### src/rtl/adder_pkg.sv
// ============================================================================
// Module   : adder_pkg
// Purpose  : Shared types for the chunked sequential adder.
// Revision : 1.0
// ============================================================================
`default_nettype none

package adder_pkg;

    typedef enum logic [1:0] {
        IDLE = 2'd0,
        RUN  = 2'd1,
        DONE = 2'd2
    } state_t;

    typedef enum logic {
        OP_ADD = 1'b0,
        OP_SUB = 1'b1
    } op_t;

endpackage

`default_nettype wire

### src/rtl/adder_chunked_seq_if.sv
// ============================================================================
// Module   : adder_chunked_seq_if
// Purpose  : Operand/result handshake bundle for adder_chunked_seq.
// Revision : 1.0
// ============================================================================
`default_nettype none

interface adder_chunked_seq_if #(
    parameter int WIDTH = 32
);
    logic             in_valid;
    logic             in_ready;
    logic [WIDTH-1:0] a;
    logic [WIDTH-1:0] b;
    logic             cin;
    logic             mode;
    logic             signed_mode;
    logic             out_valid;
    logic             out_ready;
    logic [WIDTH-1:0] result;
    logic             cout;
    logic             overflow;
    logic             zero;

    modport master (
        output in_valid, a, b, cin, mode, signed_mode, out_ready,
        input  in_ready, out_valid, result, cout, overflow, zero
    );

    modport slave (
        input  in_valid, a, b, cin, mode, signed_mode, out_ready,
        output in_ready, out_valid, result, cout, overflow, zero
    );
endinterface

`default_nettype wire

### src/rtl/adder_cin_cout.sv
// ============================================================================
// Module   : adder_cin_cout
// Purpose  : Combinational WIDTH-bit adder with carry in and carry out.
// Revision : 1.0
// ============================================================================
`default_nettype none

module adder_cin_cout #(
    parameter int WIDTH = 8
) (
    input  wire logic [WIDTH-1:0] a,
    input  wire logic [WIDTH-1:0] b,
    input  wire logic             cin,
    output logic      [WIDTH-1:0] sum,
    output logic                  cout
);
    assign {cout, sum} = {1'b0, a} + {1'b0, b} + {{WIDTH{1'b0}}, cin};
endmodule

`default_nettype wire

### src/rtl/adder_chunked_seq.sv
// ============================================================================
// Module   : adder_chunked_seq
// Purpose  : Multi-cycle add/subtract, one CHUNK-bit slice per clock.
// Revision : 1.0
// ============================================================================
`default_nettype none

module adder_chunked_seq
    import adder_pkg::*;
#(
    parameter int WIDTH = 32,
    parameter int CHUNK = 8
) (
    input  wire logic              clk,
    input  wire logic              rst_n,
    input  wire logic              flush,
    adder_chunked_seq_if.slave     bus
);
    localparam int NUM_CHUNKS = WIDTH / CHUNK;
    localparam int IDX_W      = (NUM_CHUNKS > 1) ? $clog2(NUM_CHUNKS) : 1;
    localparam int MSB        = WIDTH - 1;
    localparam logic [IDX_W-1:0] LAST_IDX = IDX_W'(NUM_CHUNKS - 1);

    generate
        if ((CHUNK < 1) || (CHUNK > WIDTH) || ((WIDTH % CHUNK) != 0)) begin : g_bad_param
            $error("adder_chunked_seq: WIDTH must be a positive multiple of CHUNK");
        end
    endgenerate

    state_t           state, state_next;
    logic [IDX_W-1:0] idx;
    logic             carry;
    logic [WIDTH-1:0] a_r, b_mod_r;
    op_t              mode_r;
    logic             signed_r;
    logic [WIDTH-1:0] result_r;
    logic             cout_r, overflow_r, zero_r;

    logic [CHUNK-1:0] a_chunk, b_chunk, sum_chunk;
    logic             carry_out;
    logic [WIDTH-1:0] result_full;
    logic             last_chunk, cout_final, signed_ovf;

    assign a_chunk    = a_r[idx*CHUNK +: CHUNK];
    assign b_chunk    = b_mod_r[idx*CHUNK +: CHUNK];
    assign last_chunk = (idx == LAST_IDX);

    adder_cin_cout #(.WIDTH(CHUNK)) u_slice (
        .a    (a_chunk),
        .b    (b_chunk),
        .cin  (carry),
        .sum  (sum_chunk),
        .cout (carry_out)
    );

    // Final-chunk flags need the result including the slice being written now.
    always_comb begin
        result_full = result_r;
        result_full[idx*CHUNK +: CHUNK] = sum_chunk;
    end

    assign cout_final = (mode_r == OP_SUB) ? ~carry_out : carry_out;
    assign signed_ovf = (a_r[MSB] == b_mod_r[MSB]) && (result_full[MSB] != a_r[MSB]);

    always_ff @(posedge clk or negedge rst_n) begin
        if (!rst_n) begin
            state <= IDLE;
        end else begin
            state <= state_next;
        end
    end

    always_comb begin
        state_next = state;
        if (flush) begin
            state_next = IDLE;
        end else begin
            case (state)
                IDLE:    if (bus.in_valid) state_next = RUN;
                RUN:     if (last_chunk)   state_next = DONE;
                DONE:    if (bus.out_ready) state_next = IDLE;
                default: state_next = IDLE;
            endcase
        end
    end

    always_comb begin
        bus.in_ready  = (state == IDLE);
        bus.out_valid = (state == DONE);
    end

    always_ff @(posedge clk or negedge rst_n) begin
        if (!rst_n) begin
            idx        <= '0;
            carry      <= 1'b0;
            a_r        <= '0;
            b_mod_r    <= '0;
            mode_r     <= OP_ADD;
            signed_r   <= 1'b0;
            result_r   <= '0;
            cout_r     <= 1'b0;
            overflow_r <= 1'b0;
            zero_r     <= 1'b0;
        end else if (flush) begin
            idx   <= '0;
            carry <= 1'b0;
        end else begin
            case (state)
                IDLE: begin
                    if (bus.in_valid) begin
                        a_r      <= bus.a;
                        b_mod_r  <= bus.mode ? ~bus.b : bus.b;
                        carry    <= bus.mode ^ bus.cin;
                        mode_r   <= op_t'(bus.mode);
                        signed_r <= bus.signed_mode;
                        idx      <= '0;
                    end
                end
                RUN: begin
                    result_r[idx*CHUNK +: CHUNK] <= sum_chunk;
                    carry <= carry_out;
                    if (last_chunk) begin
                        idx        <= '0;
                        cout_r     <= cout_final;
                        overflow_r <= signed_r ? signed_ovf : cout_final;
                        zero_r     <= (result_full == '0);
                    end else begin
                        idx <= idx + IDX_W'(1);
                    end
                end
                default: ;
            endcase
        end
    end

    assign bus.result   = result_r;
    assign bus.cout     = cout_r;
    assign bus.overflow = overflow_r;
    assign bus.zero     = zero_r;
endmodule

`default_nettype wire

### src/flat_wrapper.sv
// flat-port wrapper written by rule: the top's interface ports become plain ports
module adder_chunked_seq_flat import adder_pkg::*;
#(
    parameter int WIDTH = 32,
    parameter int CHUNK = 8
)
  (clk, rst_n, flush, bus_in_valid, bus_a, bus_b, bus_cin, bus_mode, bus_signed_mode, bus_out_ready, bus_in_ready, bus_out_valid, bus_result, bus_cout, bus_overflow, bus_zero);
  adder_chunked_seq_if #(.WIDTH(WIDTH)) bus_i ();
  input  wire logic clk;
  input  wire logic rst_n;
  input  wire logic flush;
  input wire logic [$bits(bus_i.in_valid)-1:0] bus_in_valid;
  input wire logic [$bits(bus_i.a)-1:0] bus_a;
  input wire logic [$bits(bus_i.b)-1:0] bus_b;
  input wire logic [$bits(bus_i.cin)-1:0] bus_cin;
  input wire logic [$bits(bus_i.mode)-1:0] bus_mode;
  input wire logic [$bits(bus_i.signed_mode)-1:0] bus_signed_mode;
  input wire logic [$bits(bus_i.out_ready)-1:0] bus_out_ready;
  output wire logic [$bits(bus_i.in_ready)-1:0] bus_in_ready;
  output wire logic [$bits(bus_i.out_valid)-1:0] bus_out_valid;
  output wire logic [$bits(bus_i.result)-1:0] bus_result;
  output wire logic [$bits(bus_i.cout)-1:0] bus_cout;
  output wire logic [$bits(bus_i.overflow)-1:0] bus_overflow;
  output wire logic [$bits(bus_i.zero)-1:0] bus_zero;
  assign bus_i.in_valid = bus_in_valid;
  assign bus_i.a = bus_a;
  assign bus_i.b = bus_b;
  assign bus_i.cin = bus_cin;
  assign bus_i.mode = bus_mode;
  assign bus_i.signed_mode = bus_signed_mode;
  assign bus_i.out_ready = bus_out_ready;
  assign bus_in_ready = bus_i.in_ready;
  assign bus_out_valid = bus_i.out_valid;
  assign bus_result = bus_i.result;
  assign bus_cout = bus_i.cout;
  assign bus_overflow = bus_i.overflow;
  assign bus_zero = bus_i.zero;
  adder_chunked_seq #(.WIDTH(WIDTH), .CHUNK(CHUNK)) u_core (.clk(clk), .rst_n(rst_n), .flush(flush), .bus(bus_i));
endmodule
### config.mk
export PLATFORM = sky130hd
export DESIGN_NAME = adder_chunked_seq_flat
export DESIGN_NICKNAME = d
export VERILOG_FILES = /design/src/rtl/adder_pkg.sv /design/src/rtl/adder_chunked_seq_if.sv /design/src/rtl/adder_cin_cout.sv /design/src/rtl/adder_chunked_seq.sv /design/src/flat_wrapper.sv
export SDC_FILE = /design/constraint.sdc
export NUM_CORES = 1
export LEC_CHECK = 0
export CORE_MARGIN = 8
export CORE_UTILIZATION = 52
export DETAILED_ROUTE_END_ITERATION = 16
export PLACE_DENSITY = 0.81
export REMOVE_ABC_BUFFERS = 1
export SLEW_MARGIN = 20
export SYNTH_ARGS = -nofsm -noshare
export SYNTH_HDL_FRONTEND = slang
export SYNTH_SLANG_ARGS = --single-unit
### constraint.sdc
create_clock -name clk -period 3.65 [get_ports clk]
set_input_delay 0.5475 -clock clk [delete_from_list [all_inputs] [get_ports clk]]
set_output_delay 0.5475 -clock clk [all_outputs]
set_load 0.01 [all_outputs]
Run 1, PDN straps and rails:
Bar = 20 um. Pins as bars on the die edge.
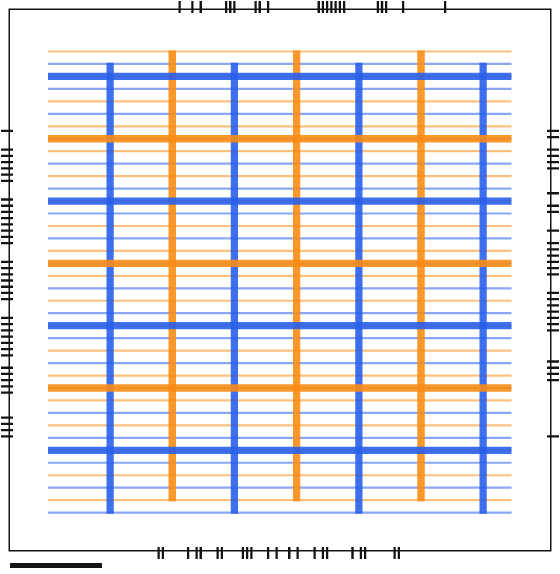
| color | net |
|---|---|
| blue | VSS |
| orange | VDD |
rows: 37
met1 rails: 38
met5 straps: 7

Run 1, cell classes on the final placement:
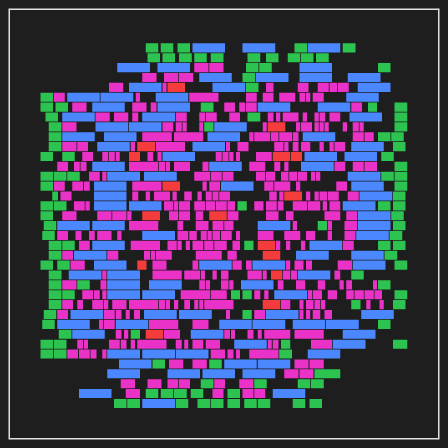
| color | class | cells |
|---|---|---|
| magenta | all other logic | 342 |
| green | other buffers and delay cells | 120 |
| blue | flops | 106 |
| red | clock drivers and dummy loads | 16 |

Run 1, clock wires, drivers and flops:
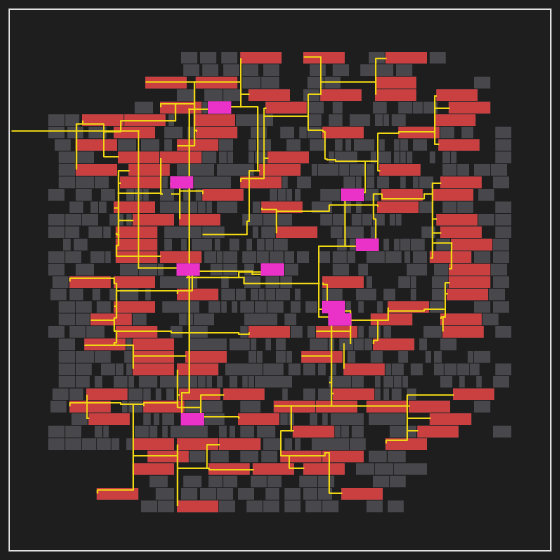
[red] flip-flops | count: 106
[magenta] cells driving clock nets | count: 9
[yellow] clock wires | length: 1170 um
routed clock nets: 10

Run 1, wiring by layer:
Bar = 20 um.
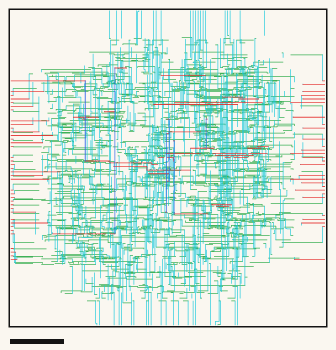
| color | layer | wire length |
|---|---|---|
| green | met1 | 5560 um |
| cyan | met2 | 6220 um |
| red | met3 | 713 um |
| blue | met4 | 182 um |

==> out/metrics.cfg, run 1 <==
[yosys]
synthArstFlopShare=1.00
synth_flops=106
ys_sh_simple=0.104
synthCells=470
synth_chip_area_mm2=0.00540
yosys_warnings=0
syn_area_mm2=0.00540
postSynthAreaPerCell_um2=11.5
edf_count=0
ys_types=57
ys_sh_adder=0.0376
ys_top_logic_family=multiplexers
synth.cellmix.xorXnorShare=0.0666
mux_share=0.138
yosysSeqAreaShare=0.492
synthTopCellsByArea=dfrtp_1, mux2_2, mux4_2
top_cell_area_share=0.492
largest_area_cell=dfrtp_1
synth_top_cell_by_count=dfrtp_1
synthAoiAreaFrac=0.136
ys.flop_type=dfrtp_1
ys_cells=470

[route]
wl_per_cell_um=17.6
top_layer=met4
vias=4022
first_iter_violations=190
dr.pass1.iters=5
wl_met3_um=712
drcViolationCount=0
routed_wl_um=12700
drt-met1-wl_um=5560
wl_met2_um=6220
vias_per_cell=5.59
ant_nets=0

[floorplanning]
fp-utilization=0.530
die_w_um=118
io_pins=109
chipArea_mm2=0.0139
rows=37
core_area_mm2=0.0102
fp.dieH_um=118

[power]
pwr-share-seq=0.415
power_mw=3.67
comb_power_share=0.392
peakVddDrop_uv=259
internal-power_mw=2.38
power_frac_clock=0.193
pg_seq_mw=1.52
comb_power_mw=1.44
p_leak_nw=2.79
swShare=0.352
powerClk_mw=0.710
power_leader=registers
power_switching_mw=1.29
pwr_density_cell_mw_per_mm2=535

[setup_path]
critPathLaunchType=flop
timing.rr.start=u_core.idx[0]$_DFFE_PN0P_
r2r.worst_path.cells=9
cp.required_ns=3.90
cp_top_family=AND-OR/OR-AND gates
crit_arrival_ns=3.45
end_kind=flop
worstSetupStartpoint=u_core.idx[0]$_DFFE_PN0P_
crit_type=reg2reg
path_buffers=1
worst_path_max_delay_cell=mux4_2
path_cells=buf_4 > mux4_2 > ha_1 > a21oi_1 > nand2b_1 > nand3b_1 > xor2_1 > o21ai_0 > a41o_1
crit_end=u_core.bus.zero$_DFFE_PN0P_
r2r_slack_ns=0.45
max_stage_delay_ns=0.53

[placed_design]
dp_worst_setup_slack_ns=0.503
gp_congestion=0.870
io_buffers=108
place_inst=704
dp_hpwl_um=9770

[final_timing]
fin_crit_sh=0.876
holdWs_ns=0.210
min_period_ns=3.20
drv_slew=0
setup_viol=0
clock_skew_ns=0.0153
worst_pin_slew_ns=0.720
setup_tns_ns=0
finalHoldViolations=0
max_freq_mhz=313
rsz0062_at_grt=no

[clock_tree]
cts_max_level=3
cts_resized=0
cts_root_buf=clkbuf_8
clk_pin_slew_ns=0.10
clk_path_buf_depth=2
hold_buffers=0
cts_tree=done
clock-sinks=106
numCtsBuffers=9
post_cts_buffers=0
insertion_delay_ns=0.37

[finish]
final_nets=666
diodes=0
lay_top_cells=clkdlybuf4s50_1, dfrtp_1, nor2_1
drive_above_1_share=0.152
fin_util=0.674
design_area_mm2=0.00686

[global_routing]
grt_max_degree=93
met1_usage=0.238
use_met2=0.308
overflow=0
grt_util_met3=0.0408
grt.busiest_layer=met2
grt_pass1_vias=4279
grt_usage=0.185
antenna_found_initial=0

[flow_run]
maxCapViolCount=0
warnings=30

[min_path]
min_path_type=in2async

[run_status]
status=finished, final reports clean

run 1: flip-flops by register name, indices dropped and copies added (netlist names):
register and cells:
u_core.carry 1, u_core.bus.zero 1, u_core.b_mod_r 32, u_core.bus.result 32, u_core.a_r 32, u_core.signed_r 1, u_core.bus.cout 1, u_core.bus.overflow 1
u_core.state 2, u_core.idx 2, u_core.mode_r 1
run 1: area by class of cell:
class | count | area [um^2]
multi-input combinational | 328 | 2610
fill | 788 | 3320
clock inverter | 4 | 33.8
timing repair buffer | 120 | 1180
sequential | 106 | 2650
inverter | 14 | 52.6
tap | 136 | 170
clock buffer | 12 | 165
--- run 2 (diff from run 1) ---
Settings changed: SYNTH_HIERARCHICAL from default to 1.
==> run 2 against run 1 <==
Wire length increased by 0.29%. Largest power group unchanged. Critical endpoint is now u_core/bus.zero$_DFFE_PN0P_. Power decreased by 3.3%. Highest routed layer unchanged. Hold slack worse by 0.086 ns. Core utilization is 1.2 points higher. Critical path depth rose by 1. Sequential cell count unchanged. Maximum frequency fell by 9.0%. Combinational power fell by 3%.
==> out/metrics.cfg, run 2 <==
[yosys]
synthTopCellsByArea=dfrtp_1, mux2_2, mux4_2  ; unchanged
syn_area_mm2=0.00528  ; was 0.00540 mm^2
synth_chip_area_mm2=0.00528  ; was 0.00540 mm^2
synth_top_cell_by_count=dfrtp_1  ; unchanged
edf_count=0  ; unchanged
ys_cells=455  ; was 470
synthCells=455  ; was 470
yosys_warnings=6  ; was 0
synthArstFlopShare=1.00  ; unchanged
postSynthAreaPerCell_um2=11.6  ; was 11.5 um^2

[setup_path]
cp.required_ns=3.94  ; was 3.90 ns
path_buffers=1  ; unchanged
crit_end=u_core/bus.zero$_DFFE_PN0P_  ; was u_core.bus.zero$_DFFE_PN0P_
crit_arrival_ns=3.80  ; was 3.45 ns
critPathLaunchType=flop  ; unchanged
r2r_slack_ns=0.14  ; was 0.45 ns
cp_top_family=AND-OR/OR-AND gates  ; unchanged
timing.rr.start=u_core/idx[0]$_DFFE_PN0P_  ; was u_core.idx[0]$_DFFE_PN0P_

[final_timing]
fin_crit_sh=0.962  ; was 0.876
clock_skew_ns=0.00907  ; was 0.0153 ns
setup_viol=0  ; unchanged
min_period_ns=3.51  ; was 3.20 ns

[placed_design]
place_inst=688  ; was 704
dp_worst_setup_slack_ns=0.0821  ; was 0.503 ns

[finish]
nFillCells=746  ; was 788
nonClkBufAreaFrac=0.180  ; was 0.172
regArea_mm2=0.00265  ; about the same
lay_top_cells=clkdlybuf4s50_1, dfrtp_1, nor2_1  ; unchanged
final_nets=653  ; was 666
area.combinational_mm2=0.00250  ; was 0.00261 mm^2
buffers=124  ; was 120
flops=106  ; unchanged
seq_share=0.394  ; was 0.387
logic_gates=317  ; was 328

[power]
peakVddDrop_uv=257  ; was 259 uV
pwr_density_cell_mw_per_mm2=528  ; was 535 mW/mm^2
powerClk_mw=0.645  ; was 0.710 mW
pwr-share-seq=0.426  ; was 0.415
power_switching_mw=1.24  ; was 1.29 mW

[route]
wl_met3_um=1090  ; was 712 um
wl_per_cell_um=18.1  ; was 17.6 um
ant_nets=0  ; unchanged
vias_per_cell=5.71  ; was 5.59
vias=4017  ; was 4022
drcViolationCount=0  ; unchanged

[global_routing]
grt.busiest_layer=met2  ; unchanged
use_met2=0.319  ; was 0.308
met1_usage=0.247  ; was 0.238
overflow=0  ; unchanged
antenna_found_initial=0  ; unchanged
grt_util_met3=0.0507  ; was 0.0408

[flow_run]
maxCapViolCount=0  ; unchanged
warnings=30  ; unchanged

[floorplanning]
io_pins=109  ; unchanged
n_tap_cell=133  ; was 136

[clock_tree]
insertion_delay_ns=0.37  ; about the same
cts_root_buf=clkbuf_8  ; unchanged
clk_pin_slew_ns=0.09  ; was 0.10 ns
cts_resized=0  ; unchanged

[run_status]
status=finished, final reports clean  ; unchanged

==> run 2: cell types whose count changed after synthesis, moves of 3 or more <==
cell      previous run  this run
clkbuf_1            16         5
xnor2_1             38        35
o211ai_1             3         0
a21oi_1             41        45
inv_1               14         7
nor4_1               2         5
nor3_1               1        10
o21a_1               3         0
or2_2                3         0
o31ai_1              5         1
buf_2                3        14
buf_1                2         5
nand2b_1             7         0
==> run 2: kinds of logic (layout without fill, tap and decap cells) <==
group,count (synthesis),in the layout,synth area share
AOI/OAI and AO/OA,98,98,0.120
buffers and inverters,32,148,0.0261
DFF,106,106,0.502
adders and majority gates,15,15,0.0384
muxes,53,53,0.147
xor gates and xnor gates,38,38,0.0630
and+or+nand+nor,113,113,0.103
Run 2, PDN straps and rails:
Bar = 20 um. Pins as bars on the die edge.
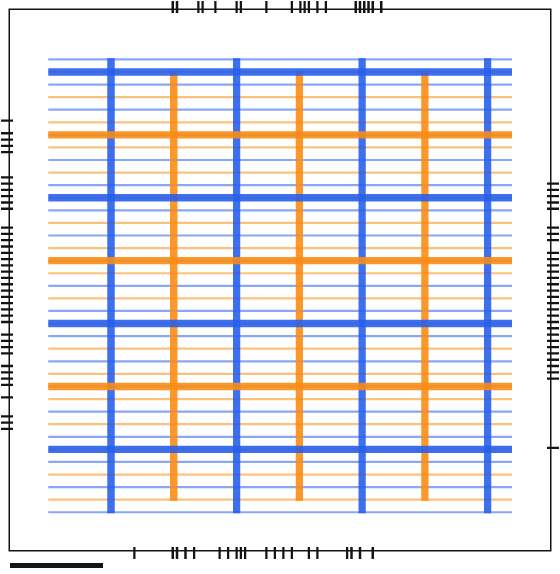
| color | net |
|---|---|
| blue | VSS |
| orange | VDD |
met5 straps: 7
met1 rails: 37

Run 2, clock wires, drivers and flops:
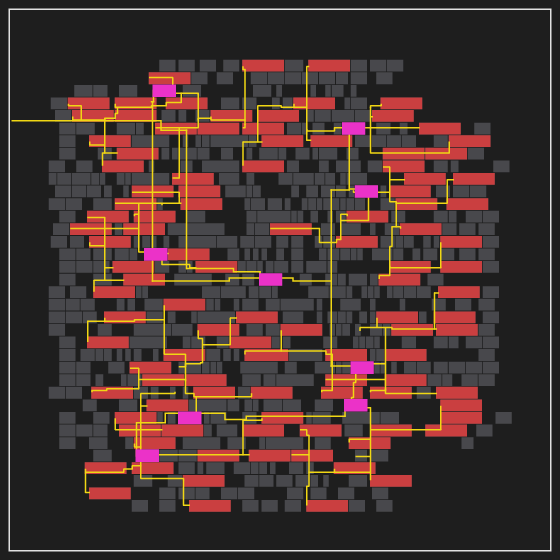
[yellow] clock wires | length: 1180 um
[red] flip-flops | count: 106
[magenta] cells driving clock nets | count: 9
routed clock nets: 10

--- run 3 (diff from run 2) ---
Settings changed: PLACE_DENSITY 0.81 to 0.78.
==> run 3 against run 2 <==
Critical path depth increased by 1. Register-to-register slack improved by 0.09 ns. Via count decreased by 2.3%. Sequential share of layout area shrank 0.073 points. Setup slack better by 0.092 ns. Final area increased by 0.19%. Highest routed layer unchanged. Core utilization grew 0.13 points. Sequential power is essentially flat. Area after synthesis stayed put. Largest power group unchanged.
==> out/metrics.cfg, run 3 <==
[setup_path]
cp.required_ns=3.93  ; was 3.94 ns
crit_type=reg2reg  ; unchanged
max_stage_delay_ns=0.51  ; about the same
path_buffers=1  ; unchanged
end_kind=flop  ; unchanged
r2r-end=u_core/bus.zero$_DFFE_PN0P_  ; unchanged
worstSetupStartpoint=u_core/idx[0]$_DFFE_PN0P_  ; unchanged
critPathLaunchType=flop  ; unchanged
path_cells=buf_4 > mux4_2 > ha_2 > nand3_1 > a21oi_1 > nor4_1 > a311o_1 > or4_1 > o2111ai_1 > nand4_1 > o31ai_1  ; was buf_4 > mux4_2 > ha_1 > a21oi_1 > a21oi_2 > a311o_1 > or4_1 > o2111ai_1 > nand4_1 > o31ai_1
cp_top_family=AND-OR/OR-AND gates  ; unchanged
crit_arrival_ns=3.70  ; was 3.80 ns
r2r.worst_path.cells=11  ; was 10
r2r_slack_ns=0.23  ; was 0.14 ns
critical_path_cell_count=11  ; was 10
path_max_fanout=5  ; unchanged
timing.rr.start=u_core/idx[0]$_DFFE_PN0P_  ; unchanged
worst_path_max_delay_cell=mux4_2  ; was or4_1
crit_end=u_core/bus.zero$_DFFE_PN0P_  ; unchanged

[clock_tree]
insertion_delay_ns=0.37  ; about the same
clk_path_buf_depth=2  ; unchanged
hold_buffers=0  ; unchanged
numCtsBuffers=9  ; unchanged
cts_tree=done  ; unchanged
cts_root_buf=clkbuf_8  ; unchanged
clock-sinks=106  ; unchanged
cts_max_level=3  ; unchanged
cts_resized=0  ; unchanged
post_cts_buffers=0  ; unchanged
clk_pin_slew_ns=0.10  ; was 0.09 ns

[global_routing]
grt_usage=0.191  ; was 0.196
use_met2=0.312  ; was 0.319
grt_pass1_vias=4171  ; was 4181
grt_max_degree=101  ; was 67
overflow=0  ; unchanged
grt_util_met3=0.0403  ; was 0.0507
met1_usage=0.245  ; was 0.247
grt.busiest_layer=met2  ; unchanged
antenna_found_initial=0  ; unchanged

[final_timing]
fin_crit_sh=0.937  ; was 0.962
setup_viol=0  ; unchanged
holdWs_ns=0.204  ; was 0.124 ns
clock_skew_ns=0.0127  ; was 0.00907 ns
min_period_ns=3.42  ; was 3.51 ns
max-slew-margin-rel=0.359  ; was 0.357
rsz0062_at_grt=no  ; unchanged
worst_pin_slew_ns=0.962  ; was 0.964 ns
finalHoldViolations=0  ; unchanged
max_freq_mhz=292  ; was 285 MHz
setup_ws_ns=0.229  ; was 0.137 ns
drv_slew=0  ; unchanged
setup_tns_ns=0  ; unchanged

[yosys]
edf_count=0  ; unchanged
synth_top_cell_by_count=dfrtp_1  ; unchanged
ys_types=48  ; unchanged
yosysSeqAreaShare=0.502  ; unchanged
syn_area_mm2=0.00528  ; unchanged
postSynthAreaPerCell_um2=11.6  ; unchanged
mux_share=0.147  ; unchanged
largest_area_cell=dfrtp_1  ; unchanged
synth.cellmix.xorXnorShare=0.0630  ; unchanged
synth_flops=106  ; unchanged
synthAoiAreaFrac=0.120  ; unchanged
ys.flop_type=dfrtp_1  ; unchanged
synthTopCellsByArea=dfrtp_1, mux2_2, mux4_2  ; unchanged
top_cell_area_share=0.502  ; unchanged
synthTopCellsByCount=dfrtp_1, nor2_1, a21oi_1  ; unchanged
synthCells=455  ; unchanged
yosys_warnings=6  ; unchanged
ys_top_logic_family=multiplexers  ; unchanged
ys_sh_simple=0.103  ; unchanged
ys_sh_adder=0.0384  ; unchanged
ys_cells=455  ; unchanged
synth_chip_area_mm2=0.00528  ; unchanged
synthArstFlopShare=1.00  ; unchanged

[finish]
drive_above_1_share=0.174  ; was 0.168
flops=106  ; unchanged
fin_util=0.687  ; was 0.685
nFillCells=770  ; was 746
lay_top_count=clkdlybuf4s50_1  ; unchanged
final_nets=650  ; was 653
nonClkBufAreaFrac=0.178  ; was 0.180
finalNonFillerCells=701  ; was 704
buffers=121  ; was 124
area.combinational_mm2=0.00251  ; was 0.00250 mm^2
lay_top_cells=clkdlybuf4s50_1, dfrtp_1, nor2_1  ; unchanged
clockNetworkAreaShare=0.0267  ; was 0.0245
logic_gates=317  ; unchanged
diodes=0  ; unchanged
regArea_mm2=0.00265  ; unchanged
largestClassByArea=sequential cells  ; unchanged
area_delta_synth_final_pct=27.7  ; was 27.5%
clkbuf_count=11  ; was 14
sh_comb_area=0.373  ; was 0.372
inverters_excl_clock=8  ; unchanged

[floorplanning]
chipArea_mm2=0.0136  ; unchanged
fp.dieH_um=117  ; unchanged
die_w_um=117  ; unchanged
core_area_mm2=0.00982  ; unchanged
fp-utilization=0.538  ; unchanged
io_pins=109  ; unchanged
n_tap_cell=133  ; unchanged

[route]
dr.pass1.iters=4  ; unchanged
ant_nets=0  ; unchanged
vias_per_cell=5.60  ; was 5.71
wl_per_cell_um=17.9  ; was 18.1 um
first_iter_violations=258  ; was 211
wl_met2_um=5910  ; was 6210 um
vias=3925  ; was 4017
routed_wl_um=12500  ; was 12700 um
wl_met3_um=835  ; was 1090 um
drcViolationCount=0  ; unchanged
drt-met1-wl_um=5550  ; was 5190 um
top_layer=met4  ; unchanged

[power]
internal-power_mw=2.32  ; was 2.31 mW
power_switching_mw=1.24  ; about the same
swShare=0.349  ; was 0.350
p_leak_nw=2.73  ; about the same
pwr-share-seq=0.426  ; about the same
pg_seq_mw=1.52  ; was 1.51 mW
comb_power_mw=1.37  ; was 1.39 mW
comb_power_share=0.385  ; was 0.392
peakVddDrop_uv=252  ; was 257 uV
powerClk_mw=0.672  ; was 0.645 mW
power_frac_clock=0.189  ; was 0.182
power_leader=registers  ; unchanged
power_mw=3.56  ; was 3.55 mW
pwr_density_cell_mw_per_mm2=529  ; was 528 mW/mm^2

[placed_design]
place_inst=685  ; was 688
gp_congestion=0.878  ; was 0.905
dp_hpwl_um=9510  ; was 9690 um
placed_area_mm2=0.00653  ; was 0.00655 mm^2
dp_worst_setup_slack_ns=0.0898  ; was 0.0821 ns
io_buffers=108  ; unchanged

[run_status]
status=finished, final reports clean  ; unchanged

[flow_run]
warnings=32  ; was 30
maxCapViolCount=0  ; unchanged

[min_path]
min_path_type=in2async  ; unchanged

-- run 3: cell counts after synthesis --
No cell type changed its count.
-- run 3: worst reg2reg max path, stage by stage, from the launching register on --
cell	delay, ns
dfrtp_2	0.47
buf_4	0.18
mux4_2	0.51
ha_2	0.40
nand3_1	0.15
a21oi_1	0.20
nor4_1	0.07
a311o_1	0.33
or4_1	0.51
o2111ai_1	0.20
nand4_1	0.12
o31ai_1	0.21
-- run 3: kinds of logic (layout without fill, tap and decap cells) --
| family | count (synthesis) | count (layout) |
|---|---|---|
| compound gates | 98 | 98 |
| xor+xnor | 38 | 38 |
| fa+ha+maj | 15 | 15 |
| buf+inv | 32 | 145 |
| flops | 106 | 106 |
| mux | 53 | 53 |
| simple gates | 113 | 113 |
Run 3, cell classes on the final placement:
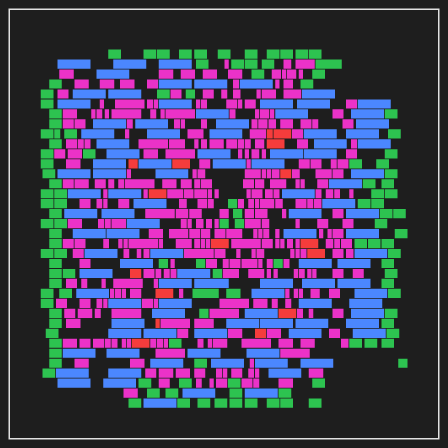
Seq/total area: 0.394
row count: 36
Non-Filler Cell Area, Final: 0.00674 mm^2

Run 3, wiring by layer:
Bar = 20 um.
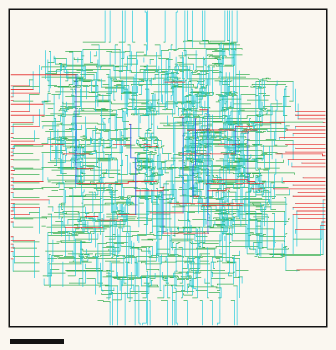
| color | layer | wire length |
|---|---|---|
| red | met3 | 836 um |
| green | met1 | 5550 um |
| blue | met4 | 230 um |
| cyan | met2 | 5910 um |

Power is estimated from default activity; no workload was simulated.
